**src/rtl/collider_pkg.sv**
```systemverilog
// Shared parameters, FSM state encoding, neighbour offset table and tower indexing
// for the calorimeter tower store and its consumers.
package collider_pkg;

    localparam int N_ETA = 8;
    localparam int N_PHI = 8;
    localparam int ETA_W = 3;
    localparam int PHI_W = 3;
    localparam int ET_W  = 11;
    localparam int SUM_W = ET_W + 4;
    localparam int CNT_W = 7;
    localparam int IDX_W = ETA_W + PHI_W;

    localparam logic [ET_W-1:0] THRESH = ET_W'(20);

    typedef enum logic [2:0] {
        ST_IDLE,
        ST_RD_C,
        ST_CK_C,
        ST_RD_N,
        ST_CK_N,
        ST_EMIT,
        ST_DONE
    } state_e;

    localparam logic signed [1:0] OFF_M1 = -2'sd1;
    localparam logic signed [1:0] OFF_Z0 = 2'sd0;
    localparam logic signed [1:0] OFF_P1 = 2'sd1;

    typedef struct packed {
        logic signed [1:0] dphi;
        logic signed [1:0] deta;
    } nbr_off_t;

    // Neighbour visiting order: phi row below, own row (left, right), phi row above.
    function automatic nbr_off_t nbr_off(input logic [2:0] k);
        case (k)
            3'd0:    return '{dphi: OFF_M1, deta: OFF_M1};
            3'd1:    return '{dphi: OFF_M1, deta: OFF_Z0};
            3'd2:    return '{dphi: OFF_M1, deta: OFF_P1};
            3'd3:    return '{dphi: OFF_Z0, deta: OFF_M1};
            3'd4:    return '{dphi: OFF_Z0, deta: OFF_P1};
            3'd5:    return '{dphi: OFF_P1, deta: OFF_M1};
            3'd6:    return '{dphi: OFF_P1, deta: OFF_Z0};
            default: return '{dphi: OFF_P1, deta: OFF_P1};
        endcase
    endfunction

    function automatic logic [IDX_W-1:0] tower_idx(input logic [ETA_W-1:0] eta,
                                                   input logic [PHI_W-1:0] phi);
        return IDX_W'(eta) + IDX_W'(phi) * IDX_W'(N_ETA);
    endfunction

endpackage

```
**src/rtl/tower_nbr_addr.sv**
```systemverilog
// Maps a centre tower and neighbour slot to the neighbour's address, with phi
// wrapping around the cylinder and eta edges flagged as out of range.
module tower_nbr_addr
    import collider_pkg::*;
(
    input  logic [ETA_W-1:0] c_eta_i,
    input  logic [PHI_W-1:0] c_phi_i,
    input  logic [2:0]       k_i,
    output logic [ETA_W-1:0] n_eta_o,
    output logic [PHI_W-1:0] n_phi_o,
    output logic             in_range_o,
    output logic             strict_o
);

    nbr_off_t off;

    always_comb begin
        off        = nbr_off(k_i);
        n_eta_o    = c_eta_i;
        n_phi_o    = c_phi_i;
        in_range_o = 1'b1;

        case (off.deta)
            OFF_M1: begin
                in_range_o = (c_eta_i != '0);
                n_eta_o    = c_eta_i - ETA_W'(1);
            end
            OFF_P1: begin
                in_range_o = (c_eta_i != ETA_W'(N_ETA - 1));
                n_eta_o    = c_eta_i + ETA_W'(1);
            end
            default: ;
        endcase

        case (off.dphi)
            OFF_M1:  n_phi_o = (c_phi_i == '0) ? PHI_W'(N_PHI - 1) : c_phi_i - PHI_W'(1);
            OFF_P1:  n_phi_o = (c_phi_i == PHI_W'(N_PHI - 1)) ? '0 : c_phi_i + PHI_W'(1);
            default: ;
        endcase

        // Earlier-scanned neighbours must be strictly lower so a tie keeps only one seed.
        strict_o = (off.dphi == OFF_M1) || ((off.dphi == OFF_Z0) && (off.deta == OFF_M1));
    end

endmodule

```
**src/rtl/tower_peak_finder.sv**
```systemverilog
// Scans the tower store for 3x3 local ET maxima above threshold and emits each
// one with its 3x3 sum over a valid/ready handshake.
module tower_peak_finder
    import collider_pkg::*;
(
    input  logic             clk,
    input  logic             rst,
    input  logic             start,
    output logic             busy,
    output logic             done,
    output logic             rd_en,
    output logic [ETA_W-1:0] rd_eta,
    output logic [PHI_W-1:0] rd_phi,
    input  logic [ET_W-1:0]  rd_et,
    output logic             cand_valid,
    input  logic             cand_ready,
    output logic [ETA_W-1:0] cand_eta,
    output logic [PHI_W-1:0] cand_phi,
    output logic [ET_W-1:0]  cand_et,
    output logic [SUM_W-1:0] cand_sum,
    output logic [CNT_W-1:0] cand_count
);

    state_e             state_q, state_d;
    logic [ETA_W-1:0]   eta_q, eta_d;
    logic [PHI_W-1:0]   phi_q, phi_d;
    logic [2:0]         k_q, k_d;
    logic [ET_W-1:0]    cand_et_q, cand_et_d;
    logic [SUM_W-1:0]   sum_q, sum_d;
    logic               flag_q, flag_d;
    logic [CNT_W-1:0]   cnt_q, cnt_d;
    logic [ETA_W-1:0]   rd_eta_q, rd_eta_d;
    logic [PHI_W-1:0]   rd_phi_q, rd_phi_d;

    logic [ETA_W-1:0]   nb_eta;
    logic [PHI_W-1:0]   nb_phi;
    logic               nb_in_range;
    logic               nb_strict;
    logic [ET_W-1:0]    nbr_val;
    logic               nbr_fail;
    logic               last_tower;
    logic               advance;
    logic [ETA_W-1:0]   next_eta;
    logic [PHI_W-1:0]   next_phi;
    logic [ETA_W-1:0]   addr_eta;
    logic [PHI_W-1:0]   addr_phi;

    tower_nbr_addr u_nbr_addr (
        .c_eta_i    (eta_q),
        .c_phi_i    (phi_q),
        .k_i        (k_q),
        .n_eta_o    (nb_eta),
        .n_phi_o    (nb_phi),
        .in_range_o (nb_in_range),
        .strict_o   (nb_strict)
    );

    assign busy       = (state_q != ST_IDLE) && (state_q != ST_DONE);
    assign done       = (state_q == ST_DONE);
    assign cand_valid = (state_q == ST_EMIT);
    assign rd_en      = (state_q == ST_RD_C) || ((state_q == ST_RD_N) && nb_in_range);
    assign addr_eta   = (state_q == ST_RD_C) ? eta_q : nb_eta;
    assign addr_phi   = (state_q == ST_RD_C) ? phi_q : nb_phi;
    assign rd_eta     = rd_en ? addr_eta : rd_eta_q;
    assign rd_phi     = rd_en ? addr_phi : rd_phi_q;
    assign cand_eta   = eta_q;
    assign cand_phi   = phi_q;
    assign cand_et    = cand_et_q;
    assign cand_sum   = sum_q;
    assign cand_count = cnt_q;

    assign nbr_val    = nb_in_range ? rd_et : '0;
    assign nbr_fail   = nb_strict ? (nbr_val >= cand_et_q) : (nbr_val > cand_et_q);
    assign last_tower = (tower_idx(eta_q, phi_q) == IDX_W'(N_ETA * N_PHI - 1));
    assign next_eta   = (eta_q == ETA_W'(N_ETA - 1)) ? '0 : eta_q + ETA_W'(1);
    assign next_phi   = (eta_q == ETA_W'(N_ETA - 1)) ? phi_q + PHI_W'(1) : phi_q;

    always_comb begin
        // NOTE: every next-state variable gets a default first so no path infers a latch.
        state_d   = state_q;
        eta_d     = eta_q;
        phi_d     = phi_q;
        k_d       = k_q;
        cand_et_d = cand_et_q;
        sum_d     = sum_q;
        flag_d    = flag_q;
        cnt_d     = cnt_q;
        rd_eta_d  = rd_en ? addr_eta : rd_eta_q;
        rd_phi_d  = rd_en ? addr_phi : rd_phi_q;
        advance   = 1'b0;

        case (state_q)
            ST_IDLE: begin
                if (start) begin
                    state_d = ST_RD_C;
                    eta_d   = '0;
                    phi_d   = '0;
                    cnt_d   = '0;
                end
            end
            ST_RD_C: state_d = ST_CK_C;
            ST_CK_C: begin
                if (rd_et < THRESH) begin
                    advance = 1'b1;
                end else begin
                    cand_et_d = rd_et;
                    sum_d     = SUM_W'(rd_et);
                    flag_d    = 1'b1;
                    k_d       = '0;
                    state_d   = ST_RD_N;
                end
            end
            ST_RD_N: state_d = ST_CK_N;
            ST_CK_N: begin
                sum_d = sum_q + SUM_W'(nbr_val);
                if (nbr_fail) flag_d = 1'b0;
                if (k_q == 3'd7) begin
                    if (flag_d) state_d = ST_EMIT;
                    else        advance = 1'b1;
                end else begin
                    k_d     = k_q + 3'd1;
                    state_d = ST_RD_N;
                end
            end
            ST_EMIT: begin
                if (cand_ready) begin
                    cnt_d   = cnt_q + CNT_W'(1);
                    advance = 1'b1;
                end
            end
            ST_DONE: state_d = ST_IDLE;
            default: state_d = ST_IDLE;
        endcase

        if (advance) begin
            if (last_tower) begin
                state_d = ST_DONE;
            end else begin
                state_d = ST_RD_C;
                eta_d   = next_eta;
                phi_d   = next_phi;
            end
        end
    end

    // NOTE: state registers use non-blocking assignments so every flop samples pre-edge values.
    always_ff @(posedge clk or negedge rst) begin
        if (!rst) begin
            state_q   <= ST_IDLE;
            eta_q     <= '0;
            phi_q     <= '0;
            k_q       <= '0;
            cand_et_q <= '0;
            sum_q     <= '0;
            flag_q    <= 1'b0;
            cnt_q     <= '0;
            rd_eta_q  <= '0;
            rd_phi_q  <= '0;
        end else begin
            state_q   <= state_d;
            eta_q     <= eta_d;
            phi_q     <= phi_d;
            k_q       <= k_d;
            cand_et_q <= cand_et_d;
            sum_q     <= sum_d;
            flag_q    <= flag_d;
            cnt_q     <= cnt_d;
            rd_eta_q  <= rd_eta_d;
            rd_phi_q  <= rd_phi_d;
        end
    end

endmodule

```
**config.mk**
```make
export PLATFORM = sky130hd
export DESIGN_NAME = tower_peak_finder
export DESIGN_NICKNAME = d
export VERILOG_FILES = /design/src/rtl/collider_pkg.sv /design/src/rtl/tower_nbr_addr.sv /design/src/rtl/tower_peak_finder.sv
export SDC_FILE = /design/constraint.sdc
export NUM_CORES = 1
export LEC_CHECK = 0
export ABC_AREA = 1
export CORE_MARGIN = 2
export CORE_UTILIZATION = 40
export CTS_BUF_LIST = sky130_fd_sc_hd__clkbuf_8
export CTS_CLUSTER_DIAMETER = 80
export CTS_CLUSTER_SIZE = 28
export DETAILED_ROUTE_END_ITERATION = 6
export PLACE_DENSITY = 0.72
export RECOVER_POWER = 50
export SLEW_MARGIN = 20
export SYNTH_ARGS = -nofsm -noshare
export SYNTH_HDL_FRONTEND = slang
export SYNTH_SLANG_ARGS = --single-unit
```
**constraint.sdc**
```tcl
create_clock -name clk -period 8.4 [get_ports clk]
set_input_delay 1.26 -clock clk [delete_from_list [all_inputs] [get_ports clk]]
set_output_delay 1.26 -clock clk [all_outputs]
set_load 0.1 [all_outputs]
```
final_clocks.png
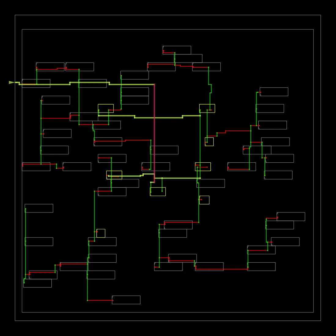
clk_lat worst skew: 320 ps
clk_skew: 12.3 ps
Num Clock Sinks: 52
CTS buffer count: 5

cell_classes.png
Drawn at 4 px/um. Fill, decap, tap and diode cells in gray.
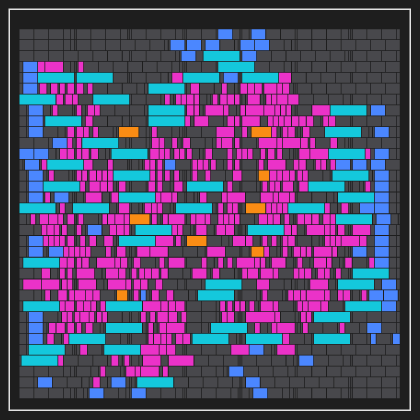
Key: magenta = all other logic [cells 435, share of their area 53%]; orange = clock drivers and dummy loads [cells 8, share of their area 2.1%]; cyan = flip-flops [cells 52, share of their area 30%]; blue = other buffers and delay cells [cells 66, share of their area 15%]
row count: 34
Core ar.: 8810 um2
fraction of area in registers: 0.290
final core occ: 0.510
post-route cell area: 4490 um2

clock_map.png
Drawn at 6 px/um.
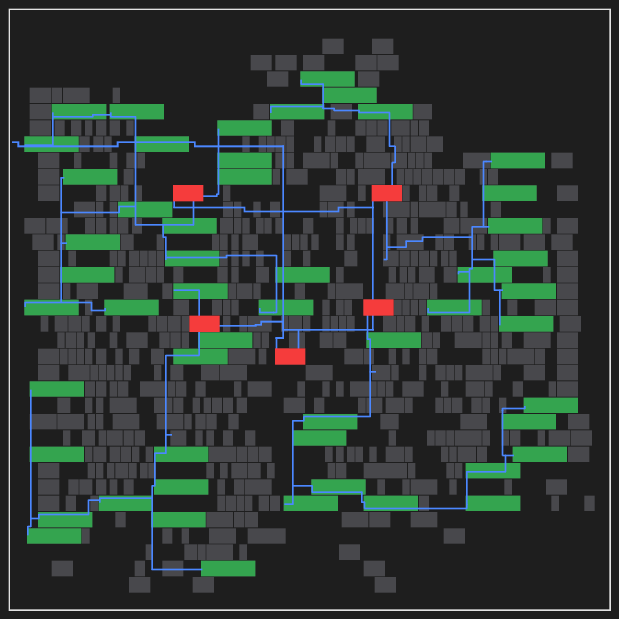
Key: blue = clock wires [length 703 um]; green = flip-flops [count 52]; red = cells driving clock nets [count 5]
There are 6 routed clock nets.

met2.png
Drawn at 4 px/um.
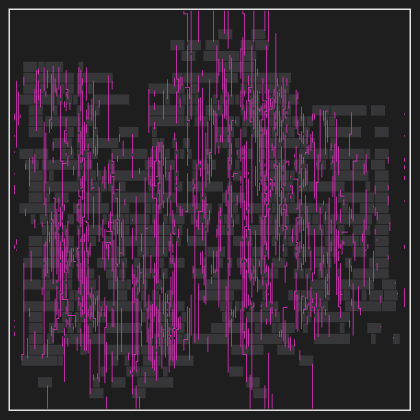
507 nets have wire on it. The longest straight run is 36.7 um. The layer carries 4350 um of wire.
GR Layer Usage met2: 0.328
Vias: 3500
drt total wl: 9170 um

pins.png
Drawn at 3 px/um. Pins as bars across the die edge, other pins in gray.
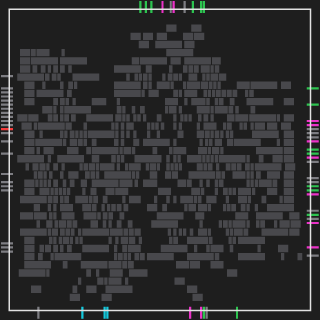
Key: green = cand_sum [pins 15, direction output, edge 7 right, 6 top, 2 bottom]; cyan = rd_eta [pins 3, direction output, edge bottom]; magenta = cand_et [pins 11, direction output, edge 7 right, 2 bottom, 2 top]; red = cand_ready [pins 1, direction input, edge left]
All pins by edge: 23 right, 22 left, 10 top, 9 bottom.
Die Span X: 99.9 um
Port Buf Inserts: 63
die height: 99.9 um

==> impl_metrics.yaml <==
# physical design summary
timing:
  finalHoldViolations: 0
  max-slew-margin-rel: -0.857
  fin_crit_sh: 0.629
  fmax_mhz: 189
  drv_slew: 53
  tightest_slew_ps: 2790
  final-setup-viol-count: 0
yosys:
  flop_cell: "dfrtp_1"
  async_flop_share: 1.00
  netlist_instances: 493
  ys_sh_xor: 0.0119
  topCombFamilyByArea: "simple AND/OR/NAND/NOR gates"
  synth_cell_type_count: 42
finish:
  seqCellArea_um2: 1300
  fillCellCount: 867
  comb_area_frac: 0.452
  n_clock_buffer: 5
  nets: 610
  largest_class: "combinational gates"
  n_all_inverters: 78
  clock_area_frac: 0.0206
  largest_reg_flops: 15
  nNonClkBuffers: 66
  flops: 52
  drive_gt1_frac: 0.0553
  syn2layout_area_growth_pct: 22.1
  logic_gates: 357
  layout_top_cells: "nand2_1, inv_1, clkdlybuf4s50_1"
clock_tree:
  hold_buffers: 0
  clockRootBuffer: "clkbuf_8"
  path_clk_slew_ps: 110
  h-tree-depth: 2
global_route:
  grt_util_all_layers: 0.190
  overflow: 0
  met3_usage: 0.0397
  grt_util_met1: 0.245
  grt_max_degree: 53
worst_setup_path:
  slowest_delay_ps: 1170
  crit_top_cell: "nand3_1"
  crit_type: "reg -> out"
  rr_worst_depth: 24
  setup.worst_path.start: "k_q[1]"
  crit_end: "rd_phi[1]"
run_status:
  status: "finished with violations"
  violations: "capacitance limit, slew limit"
detailed_routing:
  viasPerCell: 5.23
  wire_per_inst_um: 13.7
  top_layer: "met4"
  detail-route-antenna-nets: 0
  wl_met2_um: 4350
place:
  place_congestion: 0.955
  placedCellCount: 661
  dpl_cell_area_um2: 4430
  hpwl_um: 7170
die:
  fp_util: 0.418
  n_tap_cell: 108
job:
  max-cap-violations: 1
